**config.mk**
```make
export PLATFORM = sky130hd
export DESIGN_NAME = gray_stream_decoder
export DESIGN_NICKNAME = d
export VERILOG_FILES = /design/src/rtl/gray_stream_decoder.sv
export SDC_FILE = /design/constraint.sdc
export NUM_CORES = 1
export LEC_CHECK = 0
export ABC_CLOCK_PERIOD_IN_PS = 2720
export CORE_MARGIN = 5
export CORE_UTILIZATION = 48
export DETAILED_ROUTE_END_ITERATION = 10
export HOLD_SLACK_MARGIN = 0.12
export PLACE_DENSITY = 0.78
export SYNTH_ARGS = -nofsm -noshare
export SYNTH_HDL_FRONTEND = slang
export SYNTH_SLANG_ARGS = --single-unit
export TNS_END_PERCENT = 50
```
**constraint.sdc**
```tcl
create_clock -name clk -period 2.72 [get_ports clk]
set_input_delay 0.544 -clock clk [delete_from_list [all_inputs] [get_ports clk]]
set_output_delay 0.544 -clock clk [all_outputs]
set_load 0.01 [all_outputs]
```
**src/rtl/gray_stream_decoder.sv**
```systemverilog
// gray_stream_decoder: decodes a Gray-coded count stream to binary and flags illegal steps
// Ports: clk/rst (async active-high), gray_in/gray_valid sample input, clr_err clears err_count;
//        bin_out/bin_valid decoded value, locked tracking status, step_err pulse, err_count saturating.
module gray_stream_decoder #(
  parameter int W          = 4,
  parameter int CNT_W      = 8,
  parameter int RELOCK_N   = 3,
  parameter int ALLOW_HOLD = 1
) (
  input  logic             clk,
  input  logic             rst,
  input  logic [W-1:0]     gray_in,
  input  logic             gray_valid,
  input  logic             clr_err,
  output logic [W-1:0]     bin_out,
  output logic             bin_valid,
  output logic             locked,
  output logic             step_err,
  output logic [CNT_W-1:0] err_count
);
  localparam int RB = $clog2(RELOCK_N + 1);
  typedef enum logic {IDLE, LOCKED} state_t;
  state_t           state_q, state_d;
  logic [W-1:0]     bin_new, diff, bin_out_q, bin_out_d;
  logic [RB-1:0]    bad_run_q, bad_run_d;
  logic [CNT_W-1:0] err_count_q, err_count_d;
  logic             bin_valid_q, bin_valid_d, step_err_q, step_err_d, good, last_bad;
  for (genvar i = 0; i < W; i++) begin : g_bin
    assign bin_new[i] = ^gray_in[W-1:i];
  end
  // bin_out_q always holds the last valid sample, so it doubles as the step reference
  assign diff     = bin_new - bin_out_q;
  assign good     = diff == W'(1) || (ALLOW_HOLD != 0 && diff == '0);
  assign last_bad = bad_run_q == RB'(RELOCK_N - 1);
  always_comb begin
    state_d     = state_q;
    bad_run_d   = bad_run_q;
    err_count_d = err_count_q;
    bin_out_d   = gray_valid ? bin_new : bin_out_q;
    bin_valid_d = gray_valid;
    step_err_d  = gray_valid && state_q == LOCKED && !good;
    if (gray_valid) begin
      if (state_q == IDLE) begin
        state_d   = LOCKED;
        bad_run_d = '0;
      end else if (good) begin
        bad_run_d = '0;
      end else begin
        err_count_d = &err_count_q ? err_count_q : err_count_q + 1'b1;
        state_d     = last_bad ? IDLE : LOCKED;
        bad_run_d   = last_bad ? '0 : bad_run_q + 1'b1;
      end
    end
    if (clr_err) err_count_d = '0;
  end
  always_ff @(posedge clk or posedge rst) begin
    if (rst) begin
      state_q     <= IDLE;
      bad_run_q   <= '0;
      err_count_q <= '0;
      bin_out_q   <= '0;
      bin_valid_q <= 1'b0;
      step_err_q  <= 1'b0;
    end else begin
      state_q     <= state_d;
      bad_run_q   <= bad_run_d;
      err_count_q <= err_count_d;
      bin_out_q   <= bin_out_d;
      bin_valid_q <= bin_valid_d;
      step_err_q  <= step_err_d;
    end
  end
  assign bin_out   = bin_out_q;
  assign bin_valid = bin_valid_q;
  assign locked    = state_q == LOCKED;
  assign step_err  = step_err_q;
  assign err_count = err_count_q;
endmodule

```
Fig. 1: pin map
Bar = 20 microns. Pins as bars across the die edge, other pins in gray.
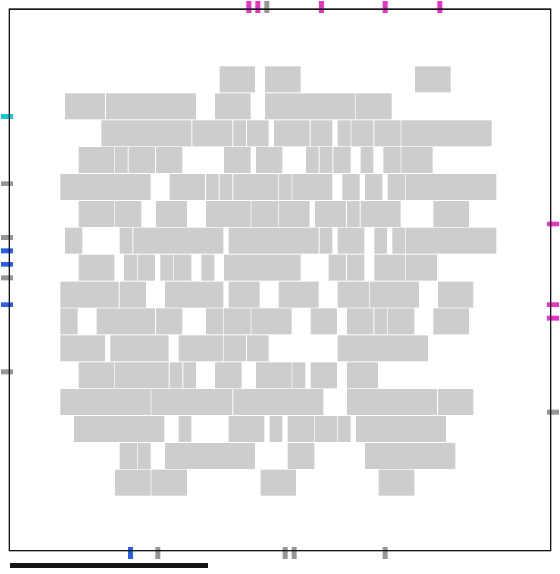
- cyan: clk (pins 1; direction input; edge left)
- magenta: err_count (pins 8; direction output; edge 5 top, 3 right)
- blue: gray_in (pins 4; direction input; edge 3 left, 1 bottom)
- all pins by edge: 8 left, 6 top, 5 bottom, 4 right
Die Width: 54.6 microns
vertical die size: 54.6 microns
port buffer count: 22

Fig. 2: sizing map
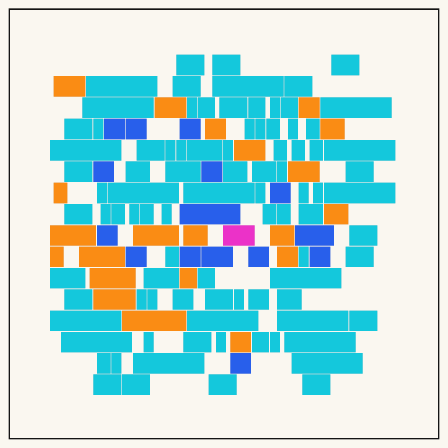
- cyan: x1 and smaller (cells 90; most used clkdlybuf4s50_1)
- blue: x3 and x4 (cells 15; most used buf_4)
- orange: x2 (cells 21; most used a21oi_2)
- magenta: x6 and larger (cells 1; most used buf_6)
Buffers excl. clock: 32
area delta synth->final: 39.7%

==> flow_summary.toml <==
# physical design summary
[detailed_routing]
ant_nets = 0
dr.pass1.iters = 4
wl_per_cell_microns = 12.9
route.vias.total = 802
viasPerCell = 5.21
drt-total-wl_microns = 1990
drcViolationCount = 0
drtIter0Drc = 14

[placed_design]
place_congestion = 0.817
dpl.hpwl_microns = 1500

[yosys]
top_area_cell = "dfrtp_1"
synth_adder_area_share_pct = 7.33
top_cell_area_share_pct = 44.5
syn_area_sq_um = 956
ys_seq_share_pct = 44.5
syn_avg_cell_area_sq_um = 10.2
simple_gate_share_pct = 18.2
top_cells_by_area = "dfrtp_1, ha_1, inv_1, xnor2_1, mux2_2"
netlist_instances = 94
aoi_share_pct = 14.3
synthTopLogicFamily = "simple AND/OR/NAND/NOR gates"
ys_chip_area_sq_um = 956
synth_cell_type_count = 35
ys_sh_mux_pct = 4.58
syn-num-nets = 107
synth_warnings = 0
ys.flops = 17
ys_cells = 94

[setup_path]
end_kind = "flop"
required_ns = 2.95
cpMaxStageDelayCell = "or4b_4"
critPathMaxStageDelay_ns = 0.48
crit_type = "in -> reg"
worstPathArrival_ns = 2.80
path_cells = "clkdlybuf4s50_1 > xnor2_2 > ha_2 > fa_2 > xor2_2 > nand2_2 > o31ai_4 > buf_6 > or4b_4 > a21oi_2"
worst-path-max-fanout = 7
start_kind = "input pin"

[pwr]
p_leak_nw = 0.595
clockPowerShare_pct = 17.1
internal_power_uw = 539
swShare_pct = 33.5
seq_power_share_pct = 40.7
p_per_area_nw_per_um2 = 607
p_sw_uw = 271
ir_drop_mv = 0.450
total_power_uw = 810
combPwrFrac_pct = 42.1

[floorplan]
die-area_sq_um = 2980
rows = 16
initCoreUtil_pct = 49.7
core_region_area_sq_um = 1920
ioPinCount = 23

[final_layout]
drive_above_1_share_pct = 29.1
nFillCells = 158
final_nets = 141
num_antenna_cells = 0
utilization_pct = 69.5

[global_route]
top_usage_layer = "met2"
grt_first_pass_wirelength_microns = 3240
grtUsageTotal_pct = 15.5
globalRouteMet3Util_pct = 5.99
antenna_found_initial = 0
grt_max_degree = 18
grtUsageMet2_pct = 26.4
grt_pass1_vias = 778
grt_use_met1_pct = 17.5
grt_overflow_total = 0

[final_timing]
fmax_ghz = 0.389
final-hold-violation-count = 0
maxSlewHeadroom_pct = 56.9
grt_setup_unrepaired = "false"
worst_pin_slew_ns = 0.645
drv_slew = 0
finalClockPeriodUsage_pct = 94.4
setup_viol = 0
period_minus_slack_ns = 2.57
worst_clock_skew_ns = 0.00309

[clock_tree]
cts_root_buf = "clkbuf_4"
clk_path_buf_depth = 2
htreeDepth = 1
cts_tree = "done"
path_clk_slew_ns = 0.10
clock_sinks = 17
clock_latency_ns = 0.30
holdBufCountCts = 0
cts_buffers = 3

[job]
warning_count = 27
cap_violations = 0

[worst_hold_path]
hp-class = "reg -> reg"

[run_status]
status = "complete, no violations"
[cells in the final DEF (no fill, tap or decap), drive strengths merged, types with 2 or more instances in the layout]
cell type and instances:
inv 10, clkbuf 6, o41ai 2, buf 10, or3 2, nor2 7, clkdlybuf4s50 19, nand3 4
nor2b 2, xnor2 4, nand2 8, ha 4, mux2 3, o31ai 2, a21oi 7, o21ai 3
and3 2, dfrtp 17
[path summary, 6_finish.rpt]
kind                              start            to  slack [ns]  cells past startpoint
max                          gray_in[0]  err_count[7]        0.15                     10
max reg2reg                  bin_out[0]  err_count[7]        0.59                      8
min in group asynchronous           rst    bin_out[3]        0.62                      2
min reg2reg                bad_run_q[1]  bad_run_q[0]        0.46                      1
min                        bad_run_q[1]  bad_run_q[0]        0.46                      1
max in group asynchronous           rst     bin_valid        1.69                      2
[synth_stat cells (all sizes together)]
library cell and count:
mux2 3, xor2 1, dfrtp 17, nand2b 1, o311ai 1, nand3 4, fa 1, inv 10
nand4 1, clkbuf 2, nand3b 1, or3 2, o221a 1, nor2b 2, and2 1, o41ai 2
o32a 1, nor3 1, o22ai 1, ha 4, or4b 1, o31ai 2, xnor2 4, mux2i 1
and3 2, a21oi 7, and4 1, nor2 7, buf 1, o21ai 3, nand2 8
[registers in the layout, indices dropped and copies added (netlist names)]
register / cells
bad_run_q: 2
step_err: 1
bin_out: 4
err_count: 8
locked: 1
bin_valid: 1
[routing by layer]
| metal | share of wire [%] | vias up |
|---|---|---|
| li1 | - | 390 |
| met1 | 41 | 388 |
| met2 | 53 | 22 |
| met3 | 6.1 | 2 |
| met4 | 0.35 | 0 |
| met5 | 0 | - |
[layout make-up]
| class | count | area [sq um] | area share, % |
|---|---|---|---|
| clock buffers | 4 | 26.3 | 1.97 |
| inverters | 10 | 37.5 | 2.81 |
| multi-input cells | 64 | 520 | 39.0 |
| flip-flops and latches | 17 | 425 | 31.9 |
| well taps | 27 | 33.8 | 2.53 |
| repair buffers | 32 | 292 | 21.8 |
[stage by stage]
| step | setup TNS (ns) | setup slack (ns) | hold slack [ns] | cells | cell area (sq um) |
|---|---|---|---|---|---|
| global route | 0 | 0.0608 | 0.477 | 154 | 1340 |
| detailed placement | -5.88 | -0.578 | 0.453 | 149 | 1270 |
| floorplan | 0 | 0.0384 | 0.429 | 94 | 971 |
| finish | 0 | 0.151 | 0.461 | 154 | 1340 |
| CTS | 0 | 0.00185 | 0.458 | 153 | 1300 |
| global placement | -5.13 | -0.522 | 0.436 | 149 | 1270 |
[worst max-delay path, delay by kind of cell]
kind | cells | cell delay (ns)
AOI/OAI and AO/OA | 2 | 0.22
buffers and inverters | 2 | 0.58
adders and majority gates | 2 | 0.57
xor gates and xnor gates | 2 | 0.33
and+or+nand+nor | 2 | 0.57
[what timing repair did]
action                                  in CTS  in global routing
endpoints found under the setup margin      12                 11
pin swaps                                    6                  8
resized                                      6                 12
gates cloned                                 0                  1
buffers inserted                             0                  0
[power groups by stage]
stage	combinational, mW	clock (mW)	sequential [mW]
floorplan	0.172	0	0.344
global placement	0.303	0	0.333
detailed placement	0.314	0	0.334
CTS	0.321	0.145	0.330
global route	0.372	0.155	0.336
finish	0.341	0.139	0.330
